Figure 1. Metal 1 (run 1).
Bar = 20 um.
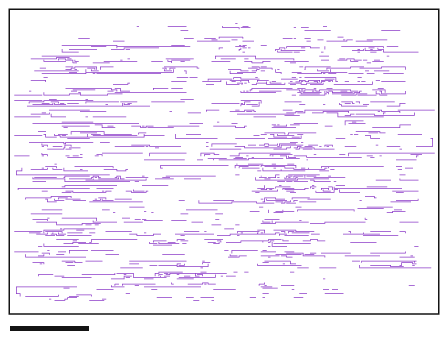
Figure 2. The metal 2 layer (run 1).
Bar = 20 um. Cells faint in the background.
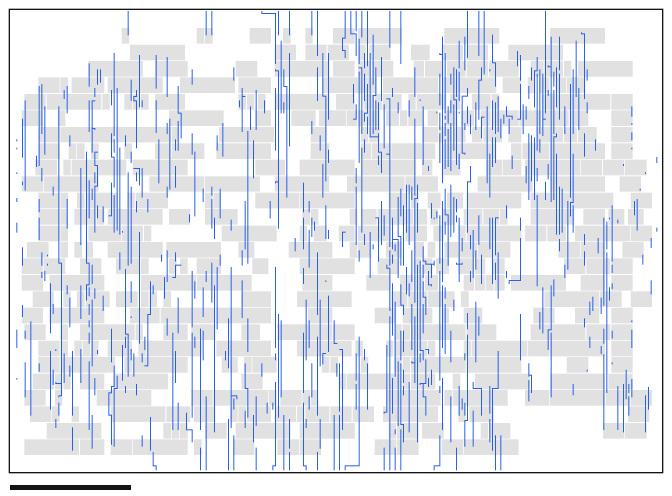
Figure 3. M3 wires (run 1).
Bar = 20 um. Cells faint in the background.
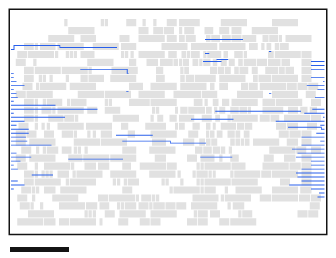
==> src/rtl/pio_instr_sequencer.sv <==
// pio_instr_sequencer
//   Executes one HPS instruction at a time against an image buffer and a
//   filter engine. An instruction is latched on the rising edge of
//   act_ins[0] while idle, decoded, executed, and then held in DONE until
//   the HPS drops act_ins[0]. act_ins[1] aborts any operation in progress.
//
//   Optional build macro: FLT_WATCHDOG_EN -- adds a cycle watchdog on the
//   filter run. When it expires, the filter is aborted and the timeout flag
//   is set. Without the macro there is no counter and the timeout flag is
//   constant 0.
//
// Ports
//   clk_clk        in   clock, rising edge
//   reset_reset_n  in   asynchronous active-low reset
//   instrucao[31:0] in  [2:0] op, [4:3] filter sel, [17:5] addr,
//                       [25:18] wdata, [31:26] reserved
//   act_ins[1:0]   in   [0] issue (level), [1] abort
//   wait_s[1:0]    out  [0] busy, [1] done
//   data_out[31:0] out  [7:0] rdata, [8] timeout, [9] illegal op,
//                       [31:16] completed-instruction count
//   mem_addr/mem_wdata/mem_we/mem_re out, mem_rdata in : image buffer
//   flt_start/flt_sel/flt_abort out, flt_done in       : filter engine
module pio_instr_sequencer #(
  parameter int ADDR_W      = 13,
  parameter int RD_LAT      = 2,       // must be >= 1
  parameter int TIMEOUT_CYC = 1048576
) (
  input  logic              clk_clk,
  input  logic              reset_reset_n,
  input  logic [31:0]       instrucao,
  input  logic [1:0]        act_ins,
  output logic [1:0]        wait_s,
  output logic [31:0]       data_out,
  output logic [ADDR_W-1:0] mem_addr,
  output logic [7:0]        mem_wdata,
  output logic              mem_we,
  output logic              mem_re,
  input  logic [7:0]        mem_rdata,
  output logic              flt_start,
  output logic [1:0]        flt_sel,
  output logic              flt_abort,
  input  logic              flt_done
);

  typedef enum logic [2:0] {
    S_IDLE, S_DECODE, S_MEM_WR, S_MEM_RD, S_RD_WAIT, S_FLT_RUN, S_DONE
  } state_e;

  typedef enum logic [2:0] {
    OP_NOP    = 3'b000,
    OP_WRITE  = 3'b001,
    OP_READ   = 3'b010,
    OP_FILTER = 3'b011,
    OP_STATUS = 3'b100
  } op_e;

  localparam int RC_W = (RD_LAT > 1) ? $clog2(RD_LAT) : 1;
  localparam logic [RC_W-1:0] RD_LAST = RC_W'(RD_LAT - 1);

  state_e              state_q, state_d;
  logic [25:0]         instr_q, instr_d;
  logic                issue_q;
  logic [RC_W-1:0]     rd_cnt_q, rd_cnt_d;
  logic [7:0]          rdata_q, rdata_d;
  logic                illegal_q, illegal_d;
  logic [15:0]         cnt_q, cnt_d;
  logic [ADDR_W-1:0]   mem_addr_q, mem_addr_d;
  logic [7:0]          mem_wdata_q, mem_wdata_d;
  logic                mem_we_q, mem_we_d;
  logic                mem_re_q, mem_re_d;
  logic                flt_start_q, flt_start_d;
  logic [1:0]          flt_sel_q, flt_sel_d;
  logic                flt_abort_q, flt_abort_d;
  logic                timeout_flag;

  logic issue_edge, abort;
  logic unused_rsvd;

  assign issue_edge  = act_ins[0] & ~issue_q;
  assign abort       = act_ins[1];
  assign unused_rsvd = ^instrucao[31:26];

`ifdef FLT_WATCHDOG_EN
  localparam int WD_W = (TIMEOUT_CYC > 1) ? $clog2(TIMEOUT_CYC) : 1;
  localparam logic [WD_W-1:0] WD_LAST = WD_W'(TIMEOUT_CYC - 1);

  logic [WD_W-1:0] wd_cnt_q, wd_cnt_d;
  logic            timeout_q, timeout_d;

  assign timeout_flag = timeout_q;
`else
  localparam int unused_timeout_cyc = TIMEOUT_CYC;

  assign timeout_flag = 1'b0;
`endif

  always_comb begin
    state_d     = state_q;
    instr_d     = instr_q;
    rd_cnt_d    = rd_cnt_q;
    rdata_d     = rdata_q;
    illegal_d   = illegal_q;
    cnt_d       = cnt_q;
    mem_addr_d  = mem_addr_q;
    mem_wdata_d = mem_wdata_q;
    flt_sel_d   = flt_sel_q;
    flt_abort_d = 1'b0;
`ifdef FLT_WATCHDOG_EN
    wd_cnt_d    = wd_cnt_q;
    timeout_d   = timeout_q;
`endif

    // Abort wins over everything, including an issue edge in IDLE and any
    // capture/decision the current state would otherwise make.
    if (abort && state_q != S_IDLE) begin
      state_d = S_IDLE;
      if (state_q == S_FLT_RUN) flt_abort_d = 1'b1;
    end else begin
      unique case (state_q)
        S_IDLE: begin
          if (issue_edge && !abort) begin
            instr_d   = instrucao[25:0];
            illegal_d = 1'b0;
`ifdef FLT_WATCHDOG_EN
            timeout_d = 1'b0;
`endif
            state_d   = S_DECODE;
          end
        end
        S_DECODE: begin
          case (op_e'(instr_q[2:0]))
            OP_NOP, OP_STATUS: state_d = S_DONE;
            OP_WRITE: begin
              mem_addr_d  = ADDR_W'(instr_q[17:5]);
              mem_wdata_d = instr_q[25:18];
              state_d     = S_MEM_WR;
            end
            OP_READ: begin
              mem_addr_d = ADDR_W'(instr_q[17:5]);
              state_d    = S_MEM_RD;
            end
            OP_FILTER: begin
              flt_sel_d = instr_q[4:3];
`ifdef FLT_WATCHDOG_EN
              wd_cnt_d  = '0;
`endif
              state_d   = S_FLT_RUN;
            end
            default: begin
              illegal_d = 1'b1;
              state_d   = S_DONE;
            end
          endcase
        end
        S_MEM_WR: state_d = S_DONE;
        S_MEM_RD: begin
          rd_cnt_d = '0;
          state_d  = S_RD_WAIT;
        end
        S_RD_WAIT: begin
          // Data is valid in the RD_LAT-th cycle after the mem_re cycle.
          if (rd_cnt_q == RD_LAST) begin
            rdata_d = mem_rdata;
            state_d = S_DONE;
          end else begin
            rd_cnt_d = rd_cnt_q + 1'b1;
          end
        end
        S_FLT_RUN: begin
          if (flt_done) begin
            state_d = S_DONE;
          end
`ifdef FLT_WATCHDOG_EN
          // FLT_RUN lasts at most TIMEOUT_CYC cycles.
          else if (wd_cnt_q == WD_LAST) begin
            flt_abort_d = 1'b1;
            timeout_d   = 1'b1;
            state_d     = S_DONE;
          end else begin
            wd_cnt_d = wd_cnt_q + 1'b1;
          end
`endif
        end
        S_DONE: begin
          if (!act_ins[0]) state_d = S_IDLE;
        end
        default: state_d = S_IDLE;
      endcase
    end

    if (state_d == S_DONE && state_q != S_DONE) cnt_d = cnt_q + 16'd1;

    mem_we_d    = (state_d == S_MEM_WR);
    mem_re_d    = (state_d == S_MEM_RD);
    flt_start_d = (state_d == S_FLT_RUN) && (state_q != S_FLT_RUN);
  end

  always_ff @(posedge clk_clk or negedge reset_reset_n) begin
    if (!reset_reset_n) begin
      state_q     <= S_IDLE;
      instr_q     <= '0;
      issue_q     <= 1'b0;
      rd_cnt_q    <= '0;
      rdata_q     <= '0;
      illegal_q   <= 1'b0;
      cnt_q       <= '0;
      mem_addr_q  <= '0;
      mem_wdata_q <= '0;
      mem_we_q    <= 1'b0;
      mem_re_q    <= 1'b0;
      flt_start_q <= 1'b0;
      flt_sel_q   <= '0;
      flt_abort_q <= 1'b0;
`ifdef FLT_WATCHDOG_EN
      wd_cnt_q    <= '0;
      timeout_q   <= 1'b0;
`endif
    end else begin
      state_q     <= state_d;
      instr_q     <= instr_d;
      issue_q     <= act_ins[0];
      rd_cnt_q    <= rd_cnt_d;
      rdata_q     <= rdata_d;
      illegal_q   <= illegal_d;
      cnt_q       <= cnt_d;
      mem_addr_q  <= mem_addr_d;
      mem_wdata_q <= mem_wdata_d;
      mem_we_q    <= mem_we_d;
      mem_re_q    <= mem_re_d;
      flt_start_q <= flt_start_d;
      flt_sel_q   <= flt_sel_d;
      flt_abort_q <= flt_abort_d;
`ifdef FLT_WATCHDOG_EN
      wd_cnt_q    <= wd_cnt_d;
      timeout_q   <= timeout_d;
`endif
    end
  end

  assign wait_s[0] = (state_q == S_DECODE) || (state_q == S_MEM_WR) ||
                     (state_q == S_MEM_RD) || (state_q == S_RD_WAIT) ||
                     (state_q == S_FLT_RUN);
  assign wait_s[1] = (state_q == S_DONE);

  assign data_out  = {cnt_q, 6'b0, illegal_q, timeout_flag, rdata_q};
  assign mem_addr  = mem_addr_q;
  assign mem_wdata = mem_wdata_q;
  assign mem_we    = mem_we_q;
  assign mem_re    = mem_re_q;
  assign flt_start = flt_start_q;
  assign flt_sel   = flt_sel_q;
  assign flt_abort = flt_abort_q;

endmodule

==> config.mk <==
export PLATFORM = sky130hd
export DESIGN_NAME = pio_instr_sequencer
export DESIGN_NICKNAME = d
export VERILOG_FILES = /design/src/rtl/pio_instr_sequencer.sv
export SDC_FILE = /design/constraint.sdc
export NUM_CORES = 1
export LEC_CHECK = 0
export CORE_ASPECT_RATIO = 0.7
export CORE_MARGIN = 1.5
export CORE_UTILIZATION = 47
export CTS_CLUSTER_DIAMETER = 120
export CTS_CLUSTER_SIZE = 28
export DETAILED_ROUTE_END_ITERATION = 16
export HOLD_SLACK_MARGIN = 0.05
export PLACE_DENSITY = 0.75
export REMOVE_ABC_BUFFERS = 1
export SYNTH_ARGS = -nofsm -noshare
export SYNTH_HDL_FRONTEND = slang
export SYNTH_SLANG_ARGS = --single-unit
==> constraint.sdc <==
create_clock -name clk_clk -period 2.4 [get_ports clk_clk]
set_clock_uncertainty 0.15 [all_clocks]
set_input_delay 0.24 -clock clk_clk [delete_from_list [all_inputs] [get_ports clk_clk]]
set_output_delay 0.24 -clock clk_clk [all_outputs]
set_load 0.05 [all_outputs]
==> results.sh, run 1 <==
# implementation run metrics
export IMPL_run_status="finished clean"
export IMPL_p_seq_share_pct=34.9
export IMPL_ant_nets=0
export IMPL_first_global_vias=2520
export IMPL_crit_slowest_cell="dfrtp_1"
export IMPL_fin_crit_ps=2260
export IMPL_power_leakage_nw=2.30
export IMPL_hp_class="input pin to asynchronous set/reset pin"
export IMPL_overflow=0
export IMPL_crit_arrival_ps=2390
export IMPL_max_vdd_ir_drop_mv=0.668
export IMPL_startpoint_type="register"
export IMPL_cts_made_buffers=9
export IMPL_hpwl_mm=5.12
export IMPL_placedCellCount=506
export IMPL_dpl_cell_area_sq_um=4670
export IMPL_fp_util_pct=48.9
export IMPL_post_route_cell_area_sq_um=4880
export IMPL_drt_iter0_markers=81
export IMPL_clkSlewWorstSetupHoldPaths_ps=90
export IMPL_vias=2559
export IMPL_switching_share_pct=43.7
export IMPL_lay_top_count="clkdlybuf4s50_1"
Back to the opening pictures, Figure 1:
main direction: horizontal
longest straight run: 30.8 um
wire length on this layer: 3410 um
share of all routed wire: 47%
nets with wire on the layer: 388

Back to the opening pictures, Figure 2:
main direction: vertical
longest straight run: 29.2 um

Back to the opening pictures, Figure 3:
share of all routed wire: 7.1%
longest straight run: 29.2 um
nets with wire on the layer: 66
wire length on this layer: 517 um

## run 1: cell type report
type / count / area (sq um)
Clock buffer: 9 / 124
Clock inverter: 7 / 60.1
Fill cell: 599 / 2510
Inverter: 7 / 26.3
Multi-Input combinational cell: 215 / 1400
Sequential cell: 83 / 2080
Tap cell: 98 / 123
Timing Repair Buffer: 104 / 1070
## run 1: worst paths after layout
| path | cells past startpoint | start | end | slack, ps |
|---|---|---|---|---|
| min in group clk_clk | 3 | instrucao[13] | instr_q[13]$_DFFE_PN0P_ | 250 |
| hold reg to reg | 2 | instr_q[12]$_DFFE_PN0P_ | instr_q[12]$_DFFE_PN0P_ | 330 |
| max in group asynchronous | 3 | reset_reset_n | state_q[2]$_DFF_PN0_ | 1240 |
| setup reg to reg | 6 | state_q[0]$_DFF_PN0_ | cnt_q[8]$_DFFE_PN0P_ | 140 |
| setup / recovery | 6 | state_q[0]$_DFF_PN0_ | cnt_q[8]$_DFFE_PN0P_ | 140 |
| hold / removal | 2 | reset_reset_n | rdata_q[2]$_DFFE_PN0P_ | 230 |
## run 1: what timing repair did
action | in CTS | in global routing
gates resized | 0 | 3
hold buffers | 1 | 0
hold endpoints to repair | 37 | 0
endpoints found under the setup margin | 0 | 3
## run 1: metal layers
metal | share of wire (%) | vias to the layer above
met2 | 45 | 83
li1 | - | 1262
met4 | 1.3 | 0
met3 | 7.1 | 9
met1 | 47 | 1205
met5 | 0 | -
## run 1: cell usage after synthesis (all sizes together)
library cell | number | area, sq um
a21o | 1 | 7.51
a21oi | 3 | 18.8
a221o | 1 | 10.0
a221oi | 1 | 15.0
a311oi | 1 | 15.0
a32o | 1 | 10.0
and2 | 1 | 8.76
and3 | 6 | 37.5
and4 | 1 | 8.76
buf | 19 | 136
clkbuf | 3 | 11.3
conb | 1 | 3.75
dfrtp | 83 | 2080
ha | 1 | 12.5
inv | 7 | 26.3
mux2 | 33 | 402
nand2 | 89 | 337
nand2b | 4 | 25.0
nand3 | 9 | 45.0
nand3b | 1 | 7.51
nand4 | 4 | 25.0
nor2 | 6 | 22.5
nor2b | 1 | 6.26
nor3 | 9 | 50.1
nor3b | 1 | 7.51
nor4 | 7 | 68.8
o211ai | 1 | 7.51
o21a | 3 | 22.5
o21ai | 3 | 15.0
o221ai | 1 | 15.0
o31ai | 1 | 7.51
or3 | 2 | 12.5
xnor2 | 1 | 8.76
xor2 | 15 | 131
## run 1: power by group through the flow
stage / logic, mW / clock network [mW] / registers [mW]
detailed placement: 3.35 / 0 / 2.29
global route: 3.54 / 1.03 / 2.36
finish: 3.34 / 0.924 / 2.28
global placement: 3.28 / 0 / 2.27
CTS: 3.35 / 0.966 / 2.27
floorplan: 1.22 / 0 / 3.20
## run 1: flip-flops by register name (all words and copies together), names as in the netlist
| name | cells |
|---|---|
| flt_sel | 2 |
| issue_q | 1 |
| state_q | 3 |
| mem_wdata | 8 |
| flt_abort | 1 |
| rd_cnt_q | 1 |
| illegal_q | 1 |
| cnt_q | 16 |
| flt_start | 1 |
| rdata_q | 8 |
| instr_q | 26 |
| mem_we | 1 |
| mem_addr | 13 |
| mem_re | 1 |
==> run 2, diff against run 1 <==
--- a/config.mk
+++ b/config.mk
@@ -12,7 +12,7 @@
 export CTS_CLUSTER_SIZE = 28
 export DETAILED_ROUTE_END_ITERATION = 16
 export HOLD_SLACK_MARGIN = 0.05
-export PLACE_DENSITY = 0.75
+export PLACE_DENSITY_LB_ADDON = 0.2
 export REMOVE_ABC_BUFFERS = 1
 export SYNTH_ARGS = -nofsm -noshare
 export SYNTH_HDL_FRONTEND = slang
==> constraint.sdc (replaced) <==
create_clock -name clk_clk -period 2.4 [get_ports clk_clk]
set_clock_uncertainty 0.15 [all_clocks]
set_input_delay 0.36 -clock clk_clk [delete_from_list [all_inputs] [get_ports clk_clk]]
set_output_delay 0.36 -clock clk_clk [all_outputs]
set_load 0.05 [all_outputs]
Figure 4. The metal 2 layer (run 2).
Bar = 20 um. Cells faint in the background.
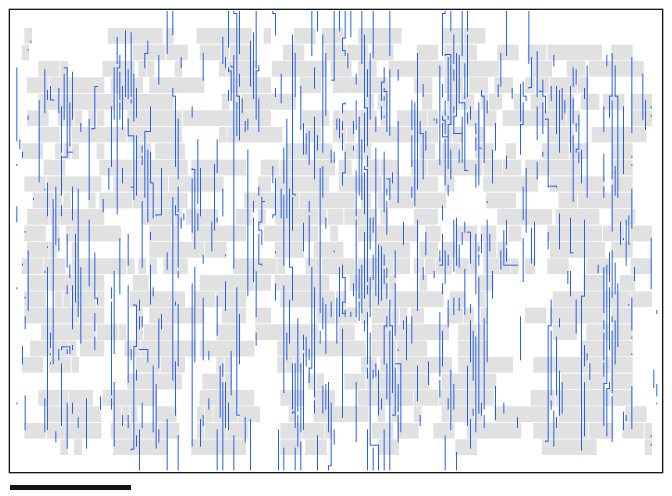
longest straight run: 35.2 um
wire length on this layer: 3590 um
share of all routed wire: 48%
nets with wire on the layer: 389

Figure 5. Track usage over the die (run 2).
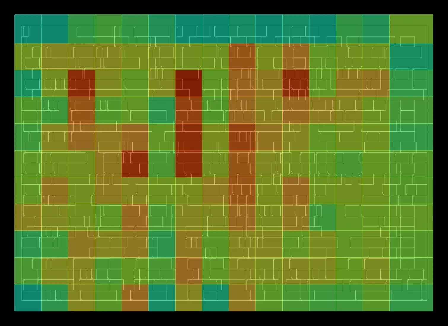
routed wire length per instance: 14.2 um
Post-Route Utilization: 66.8%

==> run 2 against run 1 <==
  * Global-route usage increased by 0.57 points
  * Wire length rose by 3.2%
  * Critical path depth stayed put
  * Synthesized cell count did not move
  * Register-to-register slack barely moved
  * Worst hold slack improved by 40 ps
  * First-iteration DRC count increased by 60%
  * Sequential cell count unchanged
  * Critical endpoint is now mem_wdata[5]$_DFFE_PN0P_
  * Final cell count grew 0.96%
  * Via count up 1.4%
==> results.sh, run 2 <==
# implementation run metrics
export IMPL_regToRegSetupSlack_ps=150
export IMPL_vias=2596
export IMPL_syn_to_final_growth_pct=36.4
export IMPL_ant_nets=0
export IMPL_hpwl_mm=5.39
export IMPL_power_leakage_nw=2.34
export IMPL_ys_top_cells_by_count="nand2_1, dfrtp_1, mux2_2, xor2_1"
export IMPL_fin_crit_ps=2250
export IMPL_critPathKind="register to register"
export IMPL_overflow=0
export IMPL_run_status="finished clean"
export IMPL_synthTopCellsByArea="dfrtp_1, nand2_1, mux2_2"
export IMPL_clkSlewWorstSetupHoldPaths_ps=90
export IMPL_syn_avg_cell_area_sq_um=11.3
export IMPL_largest_register="instr_q"
export IMPL_lay_top_count="clkdlybuf4s50_1"
export IMPL_largest_register_ffs=26
export IMPL_post_route_period_util_pct=93.9
export IMPL_die_area_sq_um=8230
export IMPL_power_density_nw_per_um2=1350
export IMPL_hp_class="input pin to asynchronous set/reset pin"
export IMPL_startpoint_type="register"
export IMPL_max_vdd_ir_drop_mv=0.740
export IMPL_ff_type="dfrtp_1"
export IMPL_drt_iter0_markers=130
export IMPL_dpl_cell_area_sq_um=4720
export IMPL_fp_util_pct=48.9
export IMPL_drive_gt1_share_pct=18.1
export IMPL_synth_edff_count=0
export IMPL_io_pins=106
export IMPL_ys_async_sr_fraction_pct=100
export IMPL_synth_area_leader_cell="dfrtp_1"
export IMPL_top_cell="nand2_1"
[run 2: power by group]
group | total [mW] | switching [mW] | internal, mW
combinational | 3.40 | 1.97 | 1.43
sequential | 2.29 | 0.378 | 1.91
clock | 0.961 | 0.555 | 0.407
total | 6.65 | 2.90 | 3.75
[run 2: repair_timing]
action                                  in CTS  in global routing
gates resized                                0                  2
endpoints found under the setup margin       0                  9
hold buffers                                 1                  0
endpoints found under the hold margin       55                  0
[run 2: cell type report]
cell class | count | area [sq um]
fill | 599 | 2450
sequential | 83 | 2080
multi-input combinational | 215 | 1390
timing repair buffer | 109 | 1120
clock buffer | 9 | 124
tap | 98 | 123
clock inverter | 7 | 67.6
inverter | 7 | 26.3
[run 2: metrics by stage]
stage / power [mW] / hold slack (ps) / instances / utilization (%)
2_1_floorplan: 4.42 / -85.6 / 305 / -
3_3_place_gp: 5.62 / 98.2 / 511 / 63.9
3_5_place_dp: 5.72 / 102 / 511 / 63.9
4_1_cts: 6.70 / 264 / 528 / 66.7
5_1_grt: 7.04 / 269 / 528 / 66.8
6_report: 6.65 / 270 / 528 / 66.8
[run 2: logic make-up after synthesis]
group	count (synthesis)	share of synthesized area (%)
buffers and inverters	29	4.81
multiplexers	33	11.1
AND-OR/OR-AND	17	3.98
flip-flops	83	57.5
XOR/XNOR	16	3.88
AND/OR/NAND/NOR	141	18.3
adder cells (fa/ha/maj)	1	0.346
other	1	0.104
[run 2: final timing paths]
check                                                 to                    start  cells past startpoint
worst min-delay path              rdata_q[1]$_DFFE_PN0P_            reset_reset_n                      2
max in group asynchronous           state_q[2]$_DFF_PN0_            reset_reset_n                      3
worst min register to register   instr_q[17]$_DFFE_PN0P_  instr_q[17]$_DFFE_PN0P_                      2
worst max-delay path            mem_wdata[5]$_DFFE_PN0P_     state_q[1]$_DFF_PN0_                      6
worst max register to register  mem_wdata[5]$_DFFE_PN0P_     state_q[1]$_DFF_PN0_                      6
min in group clk_clk             instr_q[17]$_DFFE_PN0P_  instr_q[17]$_DFFE_PN0P_                      2
[run 2: routing by layer]
| metal | routed length [um] | up-vias |
|---|---|---|
| li1 | - | 1263 |
| met1 | 3430 | 1255 |
| met2 | 3590 | 73 |
| met3 | 440 | 5 |
| met4 | 49 | 0 |
| met5 | 0 | - |
[run 2: worst max-delay path, stage by stage (launching register included)]
cell	delay, ps
dfrtp_1	550
nor3_4	330
nand3_1	260
o21a_1	210
and3_1	200
buf_12	150
mux2_4	290
Power is estimated from default activity; no workload was simulated.
